--- src/rtl/nes_fetch_pkg.sv ---
// Shared types and constants for the 6502 instruction prefetch path.
package nes_fetch_pkg;

  typedef logic [1:0] state_t;
  localparam state_t VEC_LO   = 2'd0;
  localparam state_t VEC_HI   = 2'd1;
  localparam state_t VEC_DONE = 2'd2;
  localparam state_t RUN      = 2'd3;

  localparam logic [15:0] RESET_VEC = 16'hFFFC;
  localparam logic [15:0] NMI_VEC   = 16'hFFFA;
  localparam logic [15:0] IRQ_VEC   = 16'hFFFE;

  typedef struct packed {
    logic [15:0] pc;
    logic [7:0]  data;
  } fetch_entry_t;

endpackage

--- src/rtl/fetch_fifo.sv ---
// DEPTH-entry FIFO of PC-tagged fetch bytes; flush beats push.
module fetch_fifo
  import nes_fetch_pkg::*;
#(
  parameter int DEPTH = 4,
  localparam int AW = $clog2(DEPTH),
  localparam int CW = $clog2(DEPTH + 1)
) (
  input  logic         clk,
  input  logic         reset,
  input  logic         push,
  input  fetch_entry_t push_entry,
  input  logic         pop,
  input  logic         flush,
  output fetch_entry_t head,
  output logic [CW-1:0] count
);

  fetch_entry_t  mem_reg [DEPTH];
  logic [AW-1:0] wr_ptr_reg;
  logic [AW-1:0] rd_ptr_reg;
  logic [CW-1:0] count_reg;

  // Explicit wrap so non-power-of-two depths work.
  function automatic logic [AW-1:0] next_ptr(input logic [AW-1:0] p);
    return (p == AW'(DEPTH - 1)) ? '0 : p + AW'(1);
  endfunction

  always_ff @(posedge clk) begin
    if (push && !flush) begin
      mem_reg[wr_ptr_reg] <= push_entry;
    end
  end

  always_ff @(posedge clk) begin
    if (reset || flush) begin
      wr_ptr_reg <= '0;
      rd_ptr_reg <= '0;
      count_reg  <= '0;
    end else begin
      if (push) begin
        wr_ptr_reg <= next_ptr(wr_ptr_reg);
      end
      if (pop) begin
        rd_ptr_reg <= next_ptr(rd_ptr_reg);
      end
      count_reg <= count_reg + CW'(push) - CW'(pop);
    end
  end

  assign head  = mem_reg[rd_ptr_reg];
  assign count = count_reg;

endmodule

--- src/rtl/fetch_prefetch.sv ---
// Byte-wide prefetch: boots from the reset vector, streams PC-tagged bytes to the decoder.
module fetch_prefetch
  import nes_fetch_pkg::*;
#(
  parameter int          DEPTH    = 4,
  parameter logic [15:0] VEC_ADDR = RESET_VEC
) (
  input  logic        clk,
  input  logic        reset,
  output logic [15:0] mem_raddr,
  input  logic [7:0]  mem_rdata,
  input  logic        redirect,
  input  logic [15:0] redirect_pc,
  output logic        out_valid,
  output logic [7:0]  out_byte,
  output logic [15:0] out_pc,
  input  logic        out_ready
);

  localparam int CW = $clog2(DEPTH + 1);

  state_t        state_reg;
  logic [15:0]   fetch_pc_reg;
  logic [7:0]    vec_lo_reg;
  logic          inflight_valid_reg;
  logic [15:0]   inflight_pc_reg;

  fetch_entry_t  fifo_head;
  logic [CW-1:0] fifo_count;
  logic          in_run;
  logic          issue;
  logic          push;
  logic          pop;
  logic          flush;

  assign in_run = (state_reg == RUN);
  assign flush  = in_run && redirect;
  // A returning byte that collides with a redirect belongs to the old stream.
  assign push   = inflight_valid_reg && !flush;
  assign pop    = out_valid && out_ready;
  // Counting the in-flight byte guarantees a free slot when it lands.
  assign issue  = in_run && !redirect &&
                  ((int'(fifo_count) + int'(inflight_valid_reg)) < DEPTH);

  always_comb begin
    mem_raddr = fetch_pc_reg;
    case (state_reg)
      VEC_LO:  mem_raddr = VEC_ADDR;
      VEC_HI:  mem_raddr = VEC_ADDR + 16'd1;
      default: mem_raddr = fetch_pc_reg;
    endcase
  end

  always_ff @(posedge clk) begin
    if (reset) begin
      state_reg          <= VEC_LO;
      fetch_pc_reg       <= 16'h0000;
      vec_lo_reg         <= 8'h00;
      inflight_valid_reg <= 1'b0;
      inflight_pc_reg    <= 16'h0000;
    end else begin
      case (state_reg)
        VEC_LO: state_reg <= VEC_HI;
        VEC_HI: begin
          vec_lo_reg <= mem_rdata;
          state_reg  <= VEC_DONE;
        end
        VEC_DONE: begin
          fetch_pc_reg <= {mem_rdata, vec_lo_reg};
          state_reg    <= RUN;
        end
        RUN: begin
          if (redirect) begin
            fetch_pc_reg       <= redirect_pc;
            inflight_valid_reg <= 1'b0;
          end else begin
            inflight_valid_reg <= issue;
            if (issue) begin
              inflight_pc_reg <= fetch_pc_reg;
              fetch_pc_reg    <= fetch_pc_reg + 16'd1;
            end
          end
        end
        default: state_reg <= VEC_LO;
      endcase
    end
  end

  fetch_fifo #(.DEPTH(DEPTH)) u_fifo (
    .clk        (clk),
    .reset      (reset),
    .push       (push),
    .push_entry ('{pc: inflight_pc_reg, data: mem_rdata}),
    .pop        (pop),
    .flush      (flush),
    .head       (fifo_head),
    .count      (fifo_count)
  );

  // Head is gated so stale storage never shows on an empty FIFO.
  assign out_valid = (fifo_count != '0);
  assign out_byte  = out_valid ? fifo_head.data : 8'h00;
  assign out_pc    = out_valid ? fifo_head.pc : 16'h0000;

endmodule

--- config.mk ---
export PLATFORM = sky130hd
export DESIGN_NAME = fetch_prefetch
export DESIGN_NICKNAME = d
export VERILOG_FILES = /design/src/rtl/nes_fetch_pkg.sv /design/src/rtl/fetch_fifo.sv /design/src/rtl/fetch_prefetch.sv
export SDC_FILE = /design/constraint.sdc
export NUM_CORES = 1
export LEC_CHECK = 0
export CAP_MARGIN = 10
export CORE_MARGIN = 3
export CORE_UTILIZATION = 50
export DETAILED_ROUTE_END_ITERATION = 8
export PLACE_DENSITY = 0.72
export REMOVE_ABC_BUFFERS = 1
export SYNTH_ARGS = -nofsm -noshare
export SYNTH_HDL_FRONTEND = slang
export SYNTH_HIERARCHICAL = 1
export SYNTH_SLANG_ARGS = --single-unit
--- constraint.sdc ---
create_clock -name clk -period 6.5 [get_ports clk]
set_input_delay 0.65 -clock clk [delete_from_list [all_inputs] [get_ports clk]]
set_output_delay 0.65 -clock clk [all_outputs]
set_load 0.005 [all_outputs]
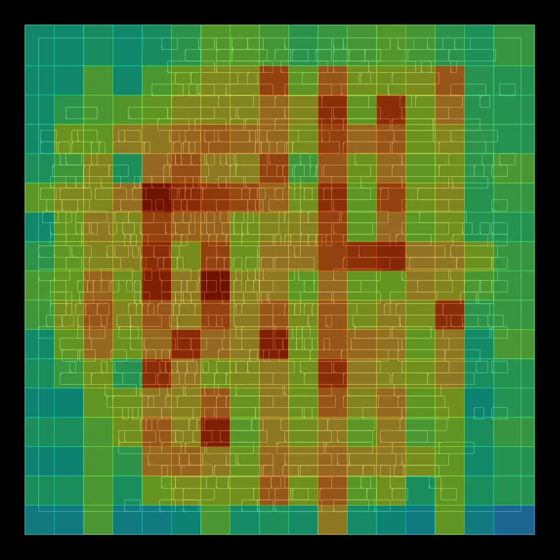
**Above:** run 1 (routing congestion map).
grt met2 use: 34.28%
met3 Use GR: 4.665%

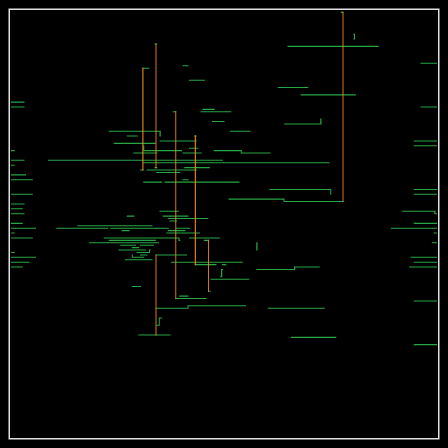
**Above:** run 1 (routed metal, one colour a layer).
Two of the layers only.
[orange] M4 | wire length: 241 um
[green] M3 | wire length: 889 um

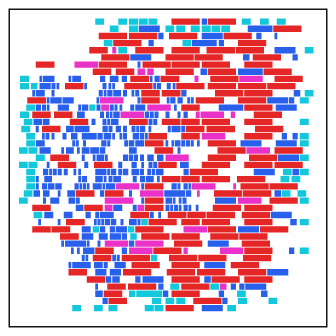
**Above:** run 1 (placement by cell class).
[red] registers | cells: 148
[magenta] clock drivers and dummy loads | cells: 32
[blue] remaining logic cells | cells: 317
[cyan] remaining buffers and delay cells | cells: 77

==> metrics.yaml, run 1 <==
critical_path:
  path_cells: "inv_1 -> ha_1 -> or3_2 -> clkdlybuf4s50_1"
  r2r-end: "fetch_pc_reg[12]"
  ff2ff_path_depth: 5
  path_depth: 4
  critPathKind: "reg -> out"
clocking:
  cts_buffer_depth: 2
  worstSkewPairLatency_ns: 0.41
  tritoncts: "done"
  postCtsHoldBufs: 0
  cts_buffers: 17
synthesis:
  largest_area_cell: "edfxtp_1"
  synth_cell_type_count: 59
  top_area_share_pct: 44.35
  most_common_cell: "edfxtp_1"
final_layout:
  clock_area_share_pct: 7.236
  mostFrequentLayoutCell: "edfxtp_1"
  fillers: 982
  dominant_cells: "registers"
  drive_above_1_share_pct: 13.59
  comb_cells: 304
  lay_top_cells: "edfxtp_1 (96), clkdlybuf4s50_1 (68), nand2_1 (58)"
  utilization_pct: 61.82
power_and_ir_drop:
  pg_comb_w: 0.000866
placement:
  dp_slack_ns: 3.120
  port_buffers: 68
worst_hold_path:
  hold-path-endpoint: "inflight_valid_reg"
global_route:
  antenna_found_initial: 0
die:
  die-width_um: 120.0
  core_sq_mm: 0.01267
status:
  status: "finished clean"
timing:
  worstMarginPinSlew_ns: 0.9481
  period_used_pct: 48.68
routing:
  wl_um: 14540
--- run 2 (diff from run 1) ---
--- a/config.mk
+++ b/config.mk
@@ -9,7 +9,7 @@
 export CORE_MARGIN = 3
 export CORE_UTILIZATION = 50
 export DETAILED_ROUTE_END_ITERATION = 8
-export PLACE_DENSITY = 0.72
+export PLACE_DENSITY = 0.75
 export REMOVE_ABC_BUFFERS = 1
 export SYNTH_ARGS = -nofsm -noshare
 export SYNTH_HDL_FRONTEND = slang
==> constraint.sdc (replaced) <==
create_clock -name clk -period 2.8 [get_ports clk]
set_input_delay 0.28 -clock clk [delete_from_list [all_inputs] [get_ports clk]]
set_output_delay 0.28 -clock clk [all_outputs]
set_load 0.005 [all_outputs]
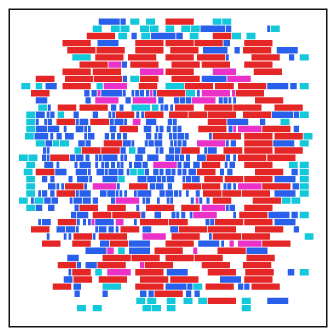
**Above:** run 2 (placement by cell class).
row count: 41
Core Area: 0.01267 sq mm
cell area after layout: 0.007910 sq mm

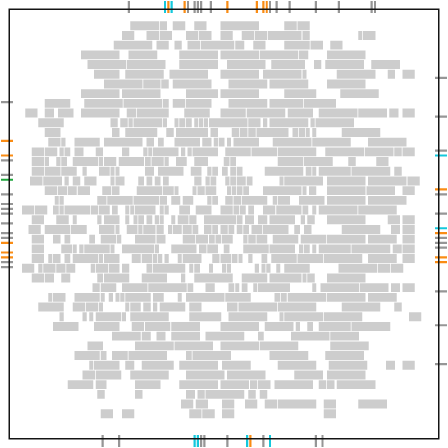
**Above:** run 2 (ports around the boundary).
Pins as bars across the die edge, other pins in grey.
[green] redirect | pins: 1 | direction: input | edge: left
[cyan] out_byte | pins: 8 | direction: output | edge: 4 bottom, 2 top, 2 right
[orange] mem_raddr | pins: 16 | direction: output | edge: 6 top, 5 left, 4 right, 1 bottom
all pins by edge: 21 top, 18 left, 17 right, 13 bottom

==> run 2 against run 1 <==
Effect of this change:
- wire length rose by 0.13%
- global-route usage grew 0.23 points
- power is 130% higher
- via count increased by 0.23%
- first-iteration DRC count shrank 12%
- flip-flop count unchanged
- setup slack worse by 3.1 ns
- clock power up 130%
- utilization up 0.61 points
- synthesized cell count unchanged
- synthesized area unchanged
- clock-buffer cell count rose by 3
==> metrics.yaml, run 2 <==
status:
  status: "finished clean"
critical_path:
  critPathKind: "reg -> out"
  end_kind: "primary output"
  ff2ff_path_depth: 8  # +3
  arrival_ns: 2.32
  path_cells: "inv_1 -> ha_2 -> buf_4 -> or3_1 -> clkdlybuf4s50_1"
  r2r-end: "fetch_pc_reg[8]"
clocking:
  worstSkewPairLatency_ns: 0.42  # about the same
  postCtsHoldBufs: 0  # unchanged
  cts_buffer_depth: 2  # unchanged
  tritoncts: "done"
  path_clk_slew_ns: 0.06
  cts_buffers: 17  # unchanged
placement:
  dp_slack_ns: 0.4673  # -2.653 ns
  post-place-cells: 721
  port_buffers: 68  # unchanged
synthesis:
  synth_cell_type_count: 59  # unchanged
  top_area_share_pct: 44.35  # unchanged
  ys_cells: 495
  largest_area_cell: "edfxtp_1"
  ys_ff: 148
  topCellsByArea: "edfxtp_1 (44%), dfxtp_1 (16%), mux4_2 (6.9%), nand2_1 (3.3%), a21oi_1 (2.8%)"
  syn_area_sq_mm: 0.006500
  yosysWarnings: 6
  most_common_cell: "edfxtp_1"
final_layout:
  lay_top_cells: "edfxtp_1 (96), clkdlybuf4s50_1 (68), nand2_1 (58)"
  drive_above_1_share_pct: 13.94  # +0.35 points
  dominant_cells: "registers"
  comb_cells: 304  # unchanged
  fillers: 958  # -2.4%
  mostFrequentLayoutCell: "edfxtp_1"
  seq_area_sq_mm: 0.003924
  clock_area_share_pct: 7.102  # -0.13 points
  utilization_pct: 62.43  # +0.61 points
global_route:
  met2_usage_pct: 34.39  # +0.11 points
  grtUsageTotal_pct: 21.30
  grt_pass1_wl_um: 23270
  antenna_found_initial: 0  # unchanged
  use_met3_pct: 4.760  # +0.094 points
timing:
  period_used_pct: 93.03
  max_freq_mhz: 383.9
  worstMarginPinSlew_ns: 0.5611  # -0.3870 ns
power_and_ir_drop:
  pg_comb_w: 0.00204  # +140%
routing:
  wl_um: 14560  # +0.13%
  detail-route-antenna-nets: 0
worst_hold_path:
  hold-path-endpoint: "inflight_pc_reg[12]"
die:
  die-width_um: 120.0  # unchanged
No activity file was given, so power comes from the tool's default toggle rates.
